Fig. 1: run 1, met1 routing
Supply wires on this layer in grey.
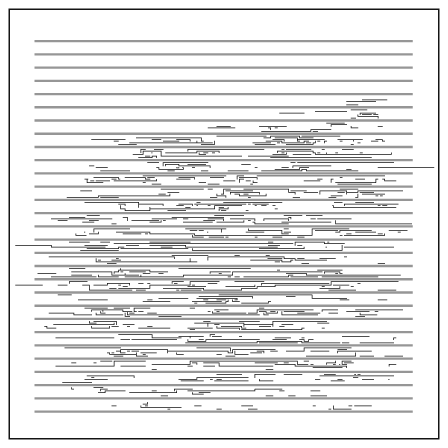
Fig. 2: run 1, the metal 2 layer
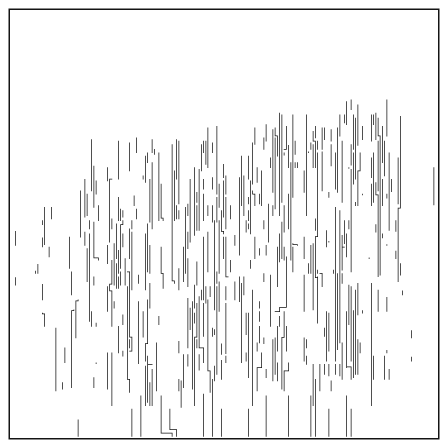
Fig. 3: run 1, met3 routing
Scale bar: 20 µm.
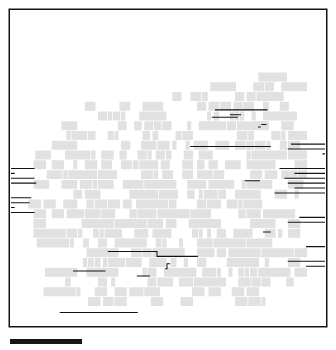
## config.mk

```make
export PLATFORM = sky130hd
export DESIGN_NAME = addsub_acc_unit
export DESIGN_NICKNAME = d
export VERILOG_FILES = /design/src/rtl/addsub_acc_unit.sv
export SDC_FILE = /design/constraint.sdc
export NUM_CORES = 1
export LEC_CHECK = 0
export ABC_CLOCK_PERIOD_IN_PS = 3400
export CORE_MARGIN = 5
export CORE_UTILIZATION = 30
export CTS_CLUSTER_SIZE = 24
export DETAILED_ROUTE_END_ITERATION = 8
export GPL_TIMING_DRIVEN = 0
export PLACE_DENSITY_LB_ADDON = 0.25
export SKIP_CTS_REPAIR_TIMING = 1
export SYNTH_ARGS = -nofsm -noshare
export SYNTH_HDL_FRONTEND = slang
export SYNTH_SLANG_ARGS = --single-unit
```

## constraint.sdc

```tcl
create_clock -name clk -period 3.4 [get_ports clk]
set_input_delay 0.68 -clock clk [delete_from_list [all_inputs] [get_ports clk]]
set_output_delay 0.68 -clock clk [all_outputs]
set_load 0.01 [all_outputs]
```

## src/rtl/addsub_acc_unit.sv

```systemverilog
// addsub_acc_unit: registered two's-complement add/sub/accumulate with valid/ready,
// optional saturation and sticky overflow.  Rev 1.0
`default_nettype none

module addsub_acc_unit #(
  parameter int WIDTH = 8
) (
  input  logic             clk,
  input  logic             reset,
  input  logic             in_valid,
  output logic             in_ready,
  input  logic [1:0]       op,
  input  logic             sat,
  input  logic [WIDTH-1:0] input1,
  input  logic [WIDTH-1:0] input2,
  input  logic             clr_sticky,
  output logic             out_valid,
  input  logic             out_ready,
  output logic [WIDTH-1:0] result,
  output logic             ofFlag,
  output logic             zero,
  output logic             neg,
  output logic             ofSticky
);

  localparam logic [1:0]       c_op_sub  = 2'b00;
  localparam logic [1:0]       c_op_load = 2'b11;
  localparam logic [WIDTH-1:0] c_sat_max = {1'b0, {(WIDTH-1){1'b1}}};
  localparam logic [WIDTH-1:0] c_sat_min = {1'b1, {(WIDTH-1){1'b0}}};

  logic             r_out_valid;
  logic [WIDTH-1:0] r_result;
  logic             r_of;
  logic             r_zero;
  logic             r_neg;
  logic             r_sticky;
  logic [WIDTH-1:0] r_acc;

  logic             w_accept;
  logic [WIDTH-1:0] w_a;
  logic [WIDTH-1:0] w_b;
  logic [WIDTH-1:0] w_raw;
  logic             w_is_sub;
  logic             w_of;
  logic [WIDTH-1:0] w_final;

  assign in_ready = !r_out_valid || out_ready;
  assign w_accept = in_valid && in_ready;

  // Accumulate mode feeds the accumulator as operand A and input1 as operand B.
  always_comb begin
    w_a      = input1;
    w_b      = input2;
    w_is_sub = (op == c_op_sub);
    w_raw    = '0;
    w_of     = 1'b0;
    w_final  = '0;
    if (op[1]) begin
      w_a = r_acc;
      w_b = input1;
    end
    if (w_is_sub) begin
      w_raw = w_a - w_b;
      w_of  = (w_a[WIDTH-1] != w_b[WIDTH-1]) && (w_raw[WIDTH-1] != w_a[WIDTH-1]);
    end else begin
      w_raw = w_a + w_b;
      w_of  = (w_a[WIDTH-1] == w_b[WIDTH-1]) && (w_raw[WIDTH-1] != w_a[WIDTH-1]);
    end
    if (op == c_op_load) begin
      w_of    = 1'b0;
      w_final = input1;
    end else if (sat && w_of) begin
      w_final = w_a[WIDTH-1] ? c_sat_min : c_sat_max;
    end else begin
      w_final = w_raw;
    end
  end

  always_ff @(posedge clk or posedge reset) begin
    if (reset) begin
      r_out_valid <= 1'b0;
      r_result    <= '0;
      r_of        <= 1'b0;
      r_zero      <= 1'b0;
      r_neg       <= 1'b0;
      r_sticky    <= 1'b0;
      r_acc       <= '0;
    end else begin
      if (w_accept) begin
        r_out_valid <= 1'b1;
        r_result    <= w_final;
        r_of        <= w_of;
        r_zero      <= (w_final == '0);
        r_neg       <= w_final[WIDTH-1];
        if (op[1]) begin
          r_acc <= w_final;
        end
      end else if (out_ready) begin
        r_out_valid <= 1'b0;
      end
      // A new overflow outranks a clear on the same edge.
      if (w_accept && w_of) begin
        r_sticky <= 1'b1;
      end else if (clr_sticky) begin
        r_sticky <= 1'b0;
      end
    end
  end

  assign out_valid = r_out_valid;
  assign result    = r_result;
  assign ofFlag    = r_of;
  assign zero      = r_zero;
  assign neg       = r_neg;
  assign ofSticky  = r_sticky;

endmodule

`default_nettype wire
```

==> flow_summary.ini, run 1 <==
; generated from flow reports
[hold_path]
hp-class = reg2reg
min_to = r_acc[2]

[routing]
ant_nets = 0
wl_per_cell_um = 16.0
viasPerCell = 5.16
firstDrtPassIters = 4

[sta]
setup_tns_ns = -2.14
relSlewSlack = 0.491
drv_slew = 0
setup_ws_ns = -0.301
worstMarginPinSlew_ns = 0.762
rsz0062_at_grt = true
min_period_ns = 3.70
finalSetupViolCount = 16
clock.fmax_mhz = 270
timing.final.crit_share = 1.09

[flow_run]
warning_count = 35
max_cap_viol_count = 0

[setup_path]
r2r_cells = 11
path_class = in2reg
crit_family = AND-OR/OR-AND gates
cp_cell_sequence = buf_8 -> buf_8 -> buf_12 -> buf_12 -> mux2_4 -> ha_2 -> a21o_1 -> or3_4 -> o22ai_4 -> mux2i_4 -> o31ai_4 -> and3_1 -> a211o_1 -> nand4bb_1 -> o31ai_2
crit_end = zero
cp-start-kind = primary input
crit_required_ns = 3.56
cpMaxStageDelayCell = or3_4
r2r_end = zero
worstPathMaxFanout = 5
rrSetupSlack_ns = 0.15
cp.arrival_ns = 3.87
worst-path-stages = 15
r2r_start = r_acc[4]

[power_and_ir_drop]
p_leak_nw = 1.25
ir_drop_mv = 0.327
powerDensity_nw_per_um2 = 529

[logic_synthesis]
top_area_frac = 0.274
ys.flops = 20
ys_cells = 201
synthFlopType = dfrtp_1
ys_types = 53
mappedNetlistArea_um2 = 1830
synth_cells = 201
synth_warnings = 0
synth_area_per_cell_um2 = 9.08
top_area_cell = dfrtp_1
topCellsByArea = dfrtp_1, ha_1, mux2_2
async_flop_share = 1.00
synth_seq_share = 0.274

[global_route]
grt_max_degree = 21
grt_pass1_vias = 1517
grt_use_total = 0.123
grt_first_pass_wirelength_mm = 7.63

[final_layout]
area_growth_pct = 58.3
diodes = 0
final_cell_mix = clkdlybuf4s50_1, nand2_1, dfrtp_1, buf_4, inv_1

[floorplan]
die_h_um = 88.0
ios = 38
num_rows = 28
initCoreUtil = 0.308
die_w_um = 88.0
dieArea_um2 = 7740

[outcome]
violations = setup timing
status = complete, but fails checks

[placement]
dp.cells = 312
portBuffers = 36
gp_congestion = 0.808

[clock_tree]
cts.sinks = 20
clockRootBuffer = clkbuf_8
clkLatencyLatePin_ns = 0.26
clkSlewWorstSetupHoldPaths_ns = 0.07
htreeDepth = 1
## Picture notes: Fig. 1
share of all routed wire: 50%
main direction: horizontal
nets with wire on the layer: 271
vias post-DR: 1743
met1 Resource Use GR: 0.184
final wirelength: 5.41 mm

## Picture notes: Fig. 2
nets with wire on the layer: 254
wire length on this layer: 2390 µm
main direction: vertical
GR Layer Usage met2: 0.188

## Picture notes: Fig. 3
longest straight run: 22.1 µm
nets with wire on the layer: 32
main direction: horizontal
met3 Use GR: 0.0245

-- run 1: per-layer routing --
metal,part of all wire,GRT usage,routed length [µm]
met5,0,0,0
met4,0.010,0.0126,55
met3,0.050,0.0245,272
met2,0.44,0.188,2390
met1,0.50,0.184,2690
-- run 1: sequential cells by signal, summed over array words and instances, names as in the netlist --
name	cells
ofSticky	1
result	8
ofFlag	1
zero	1
out_valid	1
r_acc	8
-- run 1: logic make-up after synthesis --
group	synth area share
AND/OR/NAND/NOR	0.175
adder cells (fa/ha/maj)	0.118
multiplexers	0.134
buffers and inverters	0.0452
flip-flops	0.274
AND-OR/OR-AND	0.215
XOR/XNOR	0.0384
-- run 1: metrics by stage --
step | utilization | hold WS [ns] | cell area (µm²) | total power [mW] | setup WS, ns
4_1_cts | 0.403 | 0.488 | 2380 | 1.29 | -1.07
5_1_grt | 0.488 | 0.516 | 2890 | 1.64 | -0.424
3_5_place_dp | 0.393 | 0.472 | 2330 | 1.11 | -1.31
6_report | 0.488 | 0.487 | 2890 | 1.53 | -0.301
3_3_place_gp | 0.393 | 0.463 | 2330 | 1.10 | -1.29
2_1_floorplan | - | 0.444 | 1880 | 0.865 | -0.230
-- run 1: power breakdown --
group | switching [mW] | internal, mW | leakage (nW)
Clock | 0.0781 | 0.103 | 0.0288
Combinational | 0.451 | 0.531 | 0.974
Sequential | 0.0491 | 0.315 | 0.246
Total | 0.579 | 0.950 | 1.25
-- run 1: final cells by class --
class	instances	area (µm²)
plain buffers	7	57.6
clock buffers	4	55.1
fillers	557	3030
inverters	11	41.3
multi-input cells	163	1520
flip-flops and latches	20	500
well taps	75	93.8
repair buffers	58	617
--- run 2 (diff from run 1) ---
--- a/config.mk
+++ b/config.mk
@@ -5,9 +5,10 @@
 export SDC_FILE = /design/constraint.sdc
 export NUM_CORES = 1
 export LEC_CHECK = 0
-export ABC_CLOCK_PERIOD_IN_PS = 3400
+export ABC_CLOCK_PERIOD_IN_PS = 4600
 export CORE_MARGIN = 5
 export CORE_UTILIZATION = 30
+export CTS_CLUSTER_DIAMETER = 40
 export CTS_CLUSTER_SIZE = 24
 export DETAILED_ROUTE_END_ITERATION = 8
 export GPL_TIMING_DRIVEN = 0
==> constraint.sdc (replaced) <==
create_clock -name clk -period 4.6 [get_ports clk]
set_input_delay 0.92 -clock clk [delete_from_list [all_inputs] [get_ports clk]]
set_output_delay 0.92 -clock clk [all_outputs]
set_load 0.01 [all_outputs]
==> run 2 against run 1 <==
  * The flow now finishes without violations
  * Sequential cell count unchanged
  * Combinational power is 38% lower
  * Synthesized cell count unchanged
  * Area after synthesis stayed put
  * Sequential share of layout area up 2.4 points
  * Clock-buffer cell count stayed put
  * Wire length down 5.5%
  * Non-clock buffer count is 13 lower
  * Final cell count is 3.8% lower
  * First-iteration DRC count decreased by 35%
  * Utilization down 6.0 points
  * Critical path depth stayed put
==> flow_summary.ini, run 2 <==
; generated from flow reports
[routing]
wl_met3_um = 170
top_layer = met3
met1_length_mm = 2.63
drt-initial-drc-count = 43
ant_nets = 0
wl_per_cell_um = 15.7
viasPerCell = 5.20
firstDrtPassIters = 4
drc = 0
dr_wl_met2_mm = 2.32

[setup_path]
cp-end-kind = register
worstPathMaxFanout = 10
cp_cell_sequence = dlymetal6s2s_1 -> buf_6 -> buf_12 -> mux2_2 -> ha_1 -> buf_6 -> a21o_1 -> or3_4 -> o22ai_4 -> mux2i_4 -> o31ai_4 -> nor3_4 -> a211o_1 -> nand4bb_1 -> o31ai_2
path_class = in2reg
r2r_start = r_acc[4]
startpoint = op[1]
crit_path_max_incr_delay_ns = 0.42
crit_required_ns = 4.77
cp-start-kind = primary input
path_common_cell = buf_6
cp.arrival_ns = 4.36
cpMaxStageDelayCell = o31ai_4

[final_layout]
fin_cells = 325
fin_nets = 291
final_cell_mix = clkdlybuf4s50_1, nand2_1, dfrtp_1, ha_1, o21ai_0
diodes = 0
drive_gt1_frac = 0.192
nFillCells = 600
layout_top_cell = clkdlybuf4s50_1
final_cell_area_um2 = 2530
finalCoreUtilization = 0.428
area_growth_pct = 38.7

[logic_synthesis]
synth.cellmix.simpleShare = 0.175
edf_count = 0
ys.flops = 20
synth_cells = 201
yosys-stat-area_um2 = 1830
common_cells = nand2_1, dfrtp_1, ha_1, o21ai_0, mux2i_1
aoi_share = 0.215
synth_area_per_cell_um2 = 9.08
synth_warnings = 0
ys_types = 53
ys_cells = 201
top_logic_kind = AND-OR/OR-AND gates
synthAdderAreaFrac = 0.118
ys_sh_mux = 0.134
top_area_frac = 0.274
synthFlopType = dfrtp_1
mappedNetlistArea_um2 = 1830
top_area_cell = dfrtp_1
async_flop_share = 1.00
syn-num-nets = 241
top_cell = nand2_1
xor_share = 0.0384
topCellsByArea = dfrtp_1, ha_1, mux2_2
synth_seq_share = 0.274

[flow_run]
max_cap_viol_count = 0
warning_count = 33

[clock_tree]
cts-buffers-inserted = 3
cts.sinks = 20
cts_buffer_depth = 2
cts_tree = done
clkSlewWorstSetupHoldPaths_ns = 0.07
htreeDepth = 1
clockRootBuffer = clkbuf_8
clkLatencyLatePin_ns = 0.26

[floorplan]
ios = 38
die_w_um = 88.0
initCoreUtil = 0.308
dieArea_um2 = 7740
num_rows = 28
die_h_um = 88.0
core-area_um2 = 5920

[sta]
min_period_ns = 4.18
worstMarginPinSlew_ns = 0.781
clock.fmax_mhz = 239
timing.final.crit_share = 0.910
clock-skew-final_ns = 0.00450
drv_slew = 0
hold_viol_final = 0
finalSetupViolCount = 0
setup_ws_ns = 0.416
rsz0062_at_grt = false
setup_tns_ns = 0
fin_hold_ws_ns = 0.483
relSlewSlack = 0.479

[placement]
gp_congestion = 0.778
dp_slack_ns = -1.26
post_dp_cell_area_um2 = 2280
dp.cells = 312
hpwl_mm = 3.83
portBuffers = 36

[power_and_ir_drop]
p_leak_nw = 1.08
switching_share = 0.383
p_comb_frac = 0.602
powerDensity_nw_per_um2 = 398
ir_drop_mv = 0.211
p_sw_uw = 386
power_mw = 1.01
p_clk_frac = 0.134
p_int_uw = 621
sequentialPowerShare = 0.264

[hold_path]
hp-class = reg2reg
hold_path_startpoint = result[1]

[global_route]
antenna_found_initial = 0
grt_first_pass_wirelength_mm = 7.96
grt_use_total = 0.130
gr-total-overflow = 0
grt_max_degree = 21
grt_pass1_vias = 1611

[outcome]
status = completed
[run 2: cell types whose count changed in the layout (fill, tap and decap cells not counted), moves of 3 or more]
cell / change
mux2_2: +4
clkdlybuf4s50_1: +6
buf_4: -8
ha_1: +6
mux2_4: -4
ha_2: -4
o21ai_0: +4
dlymetal6s2s_1: -5
buf_12: -4
mux2i_4: -3
[run 2: cell families after synthesis]
group / after synthesis
fa+ha+maj: 16
xor+xnor: 8
flops: 20
buf+inv: 19
mux: 23
compound gates: 53
simple gates: 62
[run 2: worst paths after layout]
path                            slack [ns]  depth (start not counted)   endpoint
max in group asynchronous             3.01                          2   r_acc[2]
worst min-delay path                  0.48                          2  result[1]
worst max-delay path                  0.42                         15       zero
worst max register to register        1.23                         12       zero
min in group asynchronous             1.10                          2  out_valid
worst min register to register        0.48                          2  result[1]
[run 2: final cells by class]
class                      instances  area [µm²]  area share
multi-input combinational        163        1350       0.534
clock buffer                       4        55.1      0.0217
timing repair buffer              44         423       0.167
buffer                             8        65.1      0.0257
tap                               75        93.8      0.0371
sequential                        20         500       0.198
inverter                          11        41.3      0.0163
[run 2: worst max-delay path, delay by kind of cell]
family / cells / cell delay (ns)
AOI/OAI and AO/OA: 5 / 1.38
and+or+nand+nor: 3 / 0.67
adders and majority gates: 1 / 0.30
buffers and inverters: 4 / 0.59
muxes: 2 / 0.48
[run 2: power by group through the flow]
stage	logic [mW]	clock network, mW	registers [mW]
final	0.606	0.135	0.266
after detailed placement	0.536	0	0.270
after CTS	0.541	0.136	0.266
after floorplan	0.350	0	0.277
after global placement	0.534	0	0.267
after global routing	0.664	0.146	0.275
[run 2: routing by layer]
metal	up-vias	GRT usage
met5	-	0
met2	28	0.199
met1	825	0.195
met4	0	0.0167
met3	0	0.0254
li1	838	-
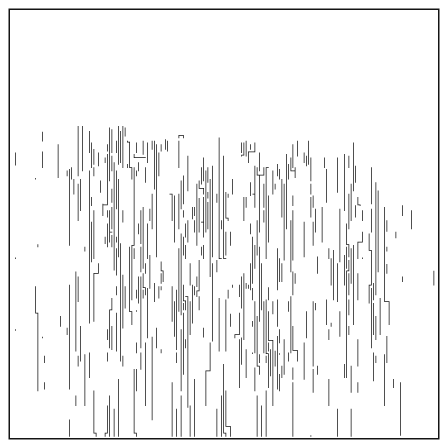
Fig. 4. The metal 2 layer (run 2).
share of all routed wire: 45%
wire length on this layer: 2320 µm
main direction: vertical
longest straight run: 31.3 µm
GR Layer Usage met2: 0.199
final wirelength: 5.12 mm
vias post-DR: 1691

Power is estimated from default activity; no workload was simulated.
